[src/rtl/rifl_tx_retrans_buf.sv]
// -----------------------------------------------------------------------------
// rifl_tx_retrans_buf
//
// Transmit-side replay buffer for a RIFL-style link. Encoded frames are
// written in order and then presented downstream. Each frame's ID is its
// modular write position. Frames stay in the buffer until a cumulative ack
// frees them. A retransmission request rewinds the send pointer. The frames
// between the rewind point and the old send pointer are then replayed, and
// out_retrans is high while they go out.
//
// Pointers (all FRAME_ID_WIDTH bits, modular): ack_ptr <= send_ptr <= wr_ptr.
//   [ack_ptr, send_ptr)  sent and waiting for an ack
//   [send_ptr, wr_ptr)   written but not yet sent
//
// Optional feature: define RIFL_TX_RETRANS_CNT_EN to count accepted
// retransmission requests in retrans_cnt (saturating). Without the macro,
// retrans_cnt is tied to zero.
//
// Ports
//   tx_frame_clk       sole clock, rising edge
//   tx_frame_rst_n     asynchronous active-low reset
//   in_payload         encoded frame (payload + 2 flag bits)
//   in_valid/in_ready  input handshake; in_ready = room in the window
//   out_payload/out_id frame at the send pointer and its ID
//   out_valid/out_ready output handshake; out_valid is gated by pause_req
//   out_retrans        presented frame is a replay
//   ack_valid/ack_id   cumulative ack up to and including ack_id
//   retrans_req/retrans_id  rewind the send pointer to retrans_id
//   pause_req          level; holds the output without touching pointers
//   ack_err/retrans_err one-cycle pulses for out-of-window requests
//   occupancy          unacked frames held (wr_ptr - ack_ptr)
//   state              0 = NORMAL, 1 = REPLAY
//   retrans_cnt        accepted retransmission count
// -----------------------------------------------------------------------------
module rifl_tx_retrans_buf #(
  parameter int PAYLOAD_WIDTH  = 240,
  parameter int FRAME_ID_WIDTH = 8,
  parameter int DEPTH          = 16
) (
  input  logic                      tx_frame_clk,
  input  logic                      tx_frame_rst_n,
  input  logic [PAYLOAD_WIDTH+1:0]  in_payload,
  input  logic                      in_valid,
  output logic                      in_ready,
  output logic [PAYLOAD_WIDTH+1:0]  out_payload,
  output logic [FRAME_ID_WIDTH-1:0] out_id,
  output logic                      out_valid,
  input  logic                      out_ready,
  output logic                      out_retrans,
  input  logic                      ack_valid,
  input  logic [FRAME_ID_WIDTH-1:0] ack_id,
  input  logic                      retrans_req,
  input  logic [FRAME_ID_WIDTH-1:0] retrans_id,
  input  logic                      pause_req,
  output logic                      ack_err,
  output logic                      retrans_err,
  output logic [FRAME_ID_WIDTH:0]   occupancy,
  output logic                      state,
  output logic [15:0]               retrans_cnt
);

  localparam int IDX_W = $clog2(DEPTH);
  localparam logic [FRAME_ID_WIDTH-1:0] ID_ONE   = FRAME_ID_WIDTH'(1);
  localparam logic [FRAME_ID_WIDTH-1:0] DEPTH_ID = FRAME_ID_WIDTH'(DEPTH);

  typedef enum logic {
    NORMAL = 1'b0,
    REPLAY = 1'b1
  } state_t;

  // Frame storage
  logic [PAYLOAD_WIDTH+1:0] mem [DEPTH];

  // Registered state
  logic [FRAME_ID_WIDTH-1:0] wr_ptr;
  logic [FRAME_ID_WIDTH-1:0] send_ptr;
  logic [FRAME_ID_WIDTH-1:0] ack_ptr;
  logic [FRAME_ID_WIDTH-1:0] replay_end;
  state_t                    state_q;

  // Combinational decode
  logic                      in_xfer;
  logic                      out_xfer;
  logic [FRAME_ID_WIDTH-1:0] held;
  logic [FRAME_ID_WIDTH-1:0] ack_off;
  logic [FRAME_ID_WIDTH-1:0] ack_span;
  logic                      ack_ok;
  logic [FRAME_ID_WIDTH-1:0] ack_base;
  logic [FRAME_ID_WIDTH-1:0] rt_off;
  logic [FRAME_ID_WIDTH-1:0] rt_span;
  logic                      retrans_ok;
  logic [FRAME_ID_WIDTH-1:0] send_nxt;
  logic [FRAME_ID_WIDTH-1:0] replay_end_nxt;
  state_t                    state_nxt;

  // Window fill. DEPTH <= 2^(FRAME_ID_WIDTH-1), so the modular difference
  // never aliases and a full buffer (== DEPTH) is representable.
  assign held      = wr_ptr - ack_ptr;
  assign occupancy = {1'b0, held};
  assign in_ready  = (held < DEPTH_ID);
  assign in_xfer   = in_valid & in_ready;

  // Output side reads the frame at the send pointer directly.
  assign out_valid   = (send_ptr != wr_ptr) && !pause_req;
  assign out_payload = mem[send_ptr[IDX_W-1:0]];
  assign out_id      = send_ptr;
  assign out_xfer    = out_valid & out_ready;
  assign out_retrans = (state_q == REPLAY);
  assign state       = state_q;

  // Window membership is tested with offsets from the window base. This
  // keeps the test correct across the ID wrap: id is in [base, send_ptr-1]
  // exactly when (id - base) < (send_ptr - base).
  assign ack_off  = ack_id - ack_ptr;
  assign ack_span = send_ptr - ack_ptr;
  assign ack_ok   = ack_valid && (ack_off < ack_span);
  assign ack_base = ack_ok ? (ack_id + ID_ONE) : ack_ptr;

  // The retrans window starts after any same-cycle ack has been applied.
  assign rt_off     = retrans_id - ack_base;
  assign rt_span    = send_ptr - ack_base;
  assign retrans_ok = retrans_req && (rt_off < rt_span);

  // NOTE: every signal gets a default at the top of the block, so no path
  // leaves it unassigned and no latch is inferred.
  always_comb begin
    send_nxt       = send_ptr;
    replay_end_nxt = replay_end;
    state_nxt      = state_q;
    if (retrans_ok) begin
      // A rewind wins over a transfer in the same cycle. On entry to
      // REPLAY, the replay ends at the pre-transfer send pointer. A second
      // rewind during REPLAY keeps the original end.
      send_nxt = retrans_id;
      if (state_q == NORMAL) begin
        replay_end_nxt = send_ptr;
        state_nxt      = REPLAY;
      end
    end else if (out_xfer) begin
      send_nxt = send_ptr + ID_ONE;
      if ((state_q == REPLAY) && ((send_ptr + ID_ONE) == replay_end)) begin
        state_nxt = NORMAL;
      end
    end
  end

  // NOTE: sequential state uses non-blocking assignments only. All
  // registers then update together on the edge, whatever order the
  // statements are in.
  always_ff @(posedge tx_frame_clk or negedge tx_frame_rst_n) begin
    if (!tx_frame_rst_n) begin
      wr_ptr      <= '0;
      send_ptr    <= '0;
      ack_ptr     <= '0;
      replay_end  <= '0;
      state_q     <= NORMAL;
      ack_err     <= 1'b0;
      retrans_err <= 1'b0;
    end else begin
      if (in_xfer) begin
        wr_ptr <= wr_ptr + ID_ONE;
      end
      ack_ptr     <= ack_base;
      send_ptr    <= send_nxt;
      replay_end  <= replay_end_nxt;
      state_q     <= state_nxt;
      ack_err     <= ack_valid && !ack_ok;
      retrans_err <= retrans_req && !retrans_ok;
    end
  end

  // NOTE: the frame array has no reset. After reset, nothing is readable
  // until it has been written, so clearing it would only add reset fan-out.
  always_ff @(posedge tx_frame_clk) begin
    if (in_xfer) begin
      mem[wr_ptr[IDX_W-1:0]] <= in_payload;
    end
  end

`ifdef RIFL_TX_RETRANS_CNT_EN
  logic [15:0] cnt_q;

  always_ff @(posedge tx_frame_clk or negedge tx_frame_rst_n) begin
    if (!tx_frame_rst_n) begin
      cnt_q <= '0;
    end else if (retrans_ok && (cnt_q != 16'hFFFF)) begin
      cnt_q <= cnt_q + 16'd1;
    end
  end

  assign retrans_cnt = cnt_q;
`else
  assign retrans_cnt = '0;
`endif

endmodule

[config.mk]
export PLATFORM = sky130hd
export DESIGN_NAME = rifl_tx_retrans_buf
export DESIGN_NICKNAME = d
export VERILOG_FILES = /design/src/rtl/rifl_tx_retrans_buf.sv
export SDC_FILE = /design/constraint.sdc
export NUM_CORES = 2
export LEC_CHECK = 0
export ABC_CLOCK_PERIOD_IN_PS = 10300
export CAP_MARGIN = 20
export CORE_ASPECT_RATIO = 1.5
export CORE_UTILIZATION = 55
export DETAILED_ROUTE_END_ITERATION = 8
export PLACE_DENSITY = 0.77
export SLEW_MARGIN = 15
export SYNTH_ARGS = -nofsm -noshare
export SYNTH_HDL_FRONTEND = slang
export SYNTH_SLANG_ARGS = --single-unit
[constraint.sdc]
create_clock -name tx_frame_clk -period 10.3 [get_ports tx_frame_clk]
set_input_delay 1.545 -clock tx_frame_clk [delete_from_list [all_inputs] [get_ports tx_frame_clk]]
set_output_delay 1.545 -clock tx_frame_clk [all_outputs]
set_load 0.1 [all_outputs]
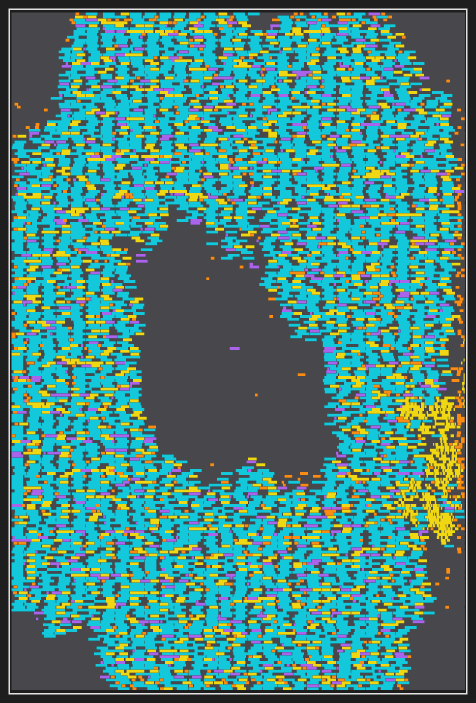
Fig. 1. Cells colored by class.
Fill, decap, tap and diode cells in gray.
Key: remaining logic cells = yellow [cells 1,638]; clock drivers and dummy loads = purple [cells 634]; remaining buffers and delay cells = orange [cells 647]; registers = cyan [cells 3,907]

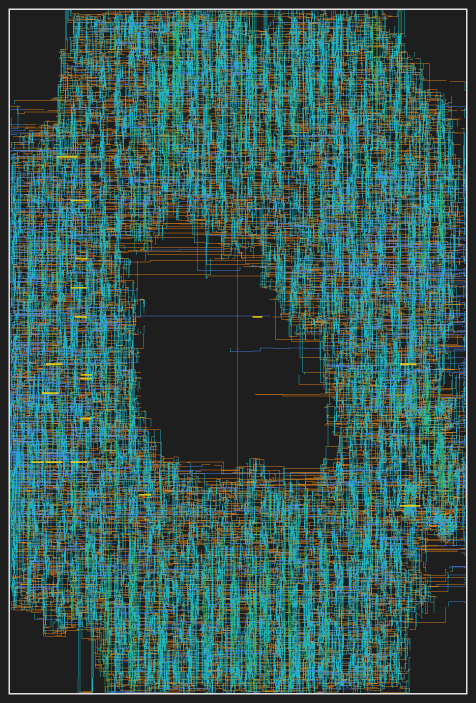
Fig. 2. Signal wires by layer.
Key: M4 = green [wire length 13,200 um]; M1 = orange [wire length 124 mm]; M5 = yellow [wire length 208 um]; M2 = cyan [wire length 182 mm]; M3 = blue [wire length 30.1 mm]

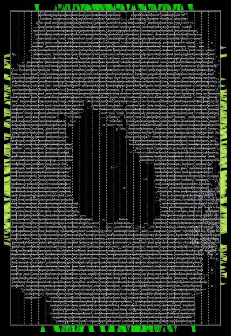
Fig. 3. Cell placement.
number of standard-cell rows in the floorplan: 233
number of well taps: 3,525
final std cells w/o fill: 10,400
sequential share of cell area: 0.689
FFs & Latches: 3,907

==> impl_metrics.py <==
# Auto-generated metrics
metrics = {
    "status": {
        "outcome": "completed",
    },
    "routing": {
        "drtIter0Drc": 7332,
        "drc": 0,
        "avgRoutedWirePerCell_um": 33.6,
    },
    "placement": {
        "routabilityCongestion": 0.812,
    },
    "yosys": {
        "synth_flop_count": 3907,
        "synthesis.area_sq_mm": 0.149,
        "yosysSeqAreaShare": 0.788,
        "synth.area.mux_share": 0.184,
        "synth.cellmix.compoundShare": 0.00386,
        "synth_top_cell_by_area": "sky130_fd_sc_hd__edfxtp_1",
    },
    "die": {
        "top_level_ports": 546,
    },
    "final_timing": {
        "report.final.hold_viol_count": 0,
        "max_slew.worst_pin.slew_ns": 1.21,
        "final.hold.worst_slack_ns": 0.538,
        "slew_headroom": 0.191,
    },
    "cts": {
        "insertion_delay_ns": 0.89,
        "cts.root.buffer_cell": "sky130_fd_sc_hd__clkbuf_16",
        "clockBufferDepth": 4,
    },
    "setup_path": {
        "rrSetupSlack_ns": 2.19,
        "timing.critical_path.to_type": "output pin",
        "critPathRequiredTime_ns": 8.76,
        "critical_path.endpoint": "out_payload[160]",
        "startpoint": "out_id[1]",
        "path_depth": 7,
        "cp.arrival_ns": 7.18,
    },
    "pwr": {
        "power_density_over_cell_area_mw_per_mm2": 310,
        "power.leakage_nw": 52.7,
        "p_sw_frac": 0.382,
    },
    "global_route": {
        "largest_net_degree_at_the_start_of_global_routing": 116,
        "grt_remaining_overflow": 0,
        "vias_in_the_first_global_route": 71600,
        "grt_antenna_before_repair": 72,
    },
    "final_layout": {
        "final_nets": 6869,
    },
    "job": {
        "max_cap_violations": 0,
    },
}
sequential cells by signal, indices dropped and copies added, names as in the netlist:
| register | cells |
|---|---|
| wr_ptr | 8 |
| out_retrans | 1 |
| ack_ptr | 8 |
| mem | 3872 |
| retrans_err | 1 |
| out_id | 8 |
| replay_end | 8 |
| ack_err | 1 |
logic make-up (layout without fill, tap and decap cells):
family | count (synthesis) | count (layout)
AND-OR/OR-AND | 86 | 86
XOR/XNOR | 67 | 67
adder cells (fa/ha/maj) | 60 | 60
buffers and inverters | 337 | 1317
flip-flops | 3907 | 3907
multiplexers | 1223 | 1223
other | 1 | 58
AND/OR/NAND/NOR | 149 | 149
metrics by stage:
stage,instances,utilization,setup slack [ns],area [sq um]
2_1_floorplan,5846,-,-0.596,149000
3_3_place_gp,9702,0.590,1.55,158000
3_5_place_dp,9714,0.590,1.44,159000
4_1_cts,10300,0.632,1.52,170000
5_1_grt,10400,0.633,1.35,170000
6_report,10400,0.633,1.57,170000
layout by cell type, fill, tap and decap left out, types with 41 or more instances in the layout:
cell / instances
sky130_fd_sc_hd__buf_4: 72
sky130_fd_sc_hd__clkbuf_1: 45
sky130_fd_sc_hd__clkinv_2: 75
sky130_fd_sc_hd__edfxtp_1: 3872
sky130_fd_sc_hd__clkinv_1: 78
sky130_fd_sc_hd__xnor2_1: 43
sky130_fd_sc_hd__clkdlybuf4s50_1: 525
sky130_fd_sc_hd__buf_12: 47
sky130_fd_sc_hd__clkbuf_16: 352
sky130_fd_sc_hd__diode_2: 41
sky130_fd_sc_hd__ha_1: 54
sky130_fd_sc_hd__mux4_2: 1210
final cells by class:
type,count,area [sq um],area share
inverter,36,135,0.000794
antenna,41,103,0.000603
timing repair buffer,647,6750,0.0397
sequential,3907,117000,0.689
clock buffer,397,8980,0.0528
tap,3525,4410,0.0259
multi-input combinational,1602,30300,0.178
clock inverter,237,2330,0.0137
layer usage:
| metal | global-route usage | up-vias | routed length (um) |
|---|---|---|---|
| li1 | - | 26800 | - |
| met3 | 0.0503 | 705 | 30100 |
| met5 | 0 | - | 207 |
| met1 | 0.330 | 36300 | 124000 |
| met2 | 0.440 | 3507 | 182000 |
| met4 | 0.0970 | 34 | 13200 |
synth_stat cells, drive strengths merged:
library cell	instances
a2111o	2
a211oi	5
a21boi	3
a21o	7
a21oi	29
a31oi	1
and2	6
and3	17
and3b	1
buf	157
clkbuf	144
conb	1
dfrtp	35
edfxtp	3872
fa	5
ha	55
inv	36
mux2	11
mux2i	2
mux4	1210
nand2	29
nand2b	13
nand3	9
nand4	4
nor2	35
nor2b	13
nor3	10
nor3b	2
nor4	4
nor4b	1
o2111ai	1
o211ai	4
o21a	2
o21ai	25
o21bai	3
o22ai	1
o41ai	3
or3	5
xnor2	43
xor2	24
power by group through the flow:
| stage | clock (mW) | combinational (mW) | sequential [mW] |
|---|---|---|---|
| final | 13.0 | 21.6 | 18.1 |
| after global routing | 13.7 | 22.5 | 18.1 |
| after CTS | 13.1 | 21.7 | 18.1 |
| after detailed placement | 0 | 21.5 | 18.4 |
| after global placement | 0 | 21.1 | 18.4 |
| after floorplan | 0 | 16.4 | 18.4 |
Power is estimated from default activity; no workload was simulated.
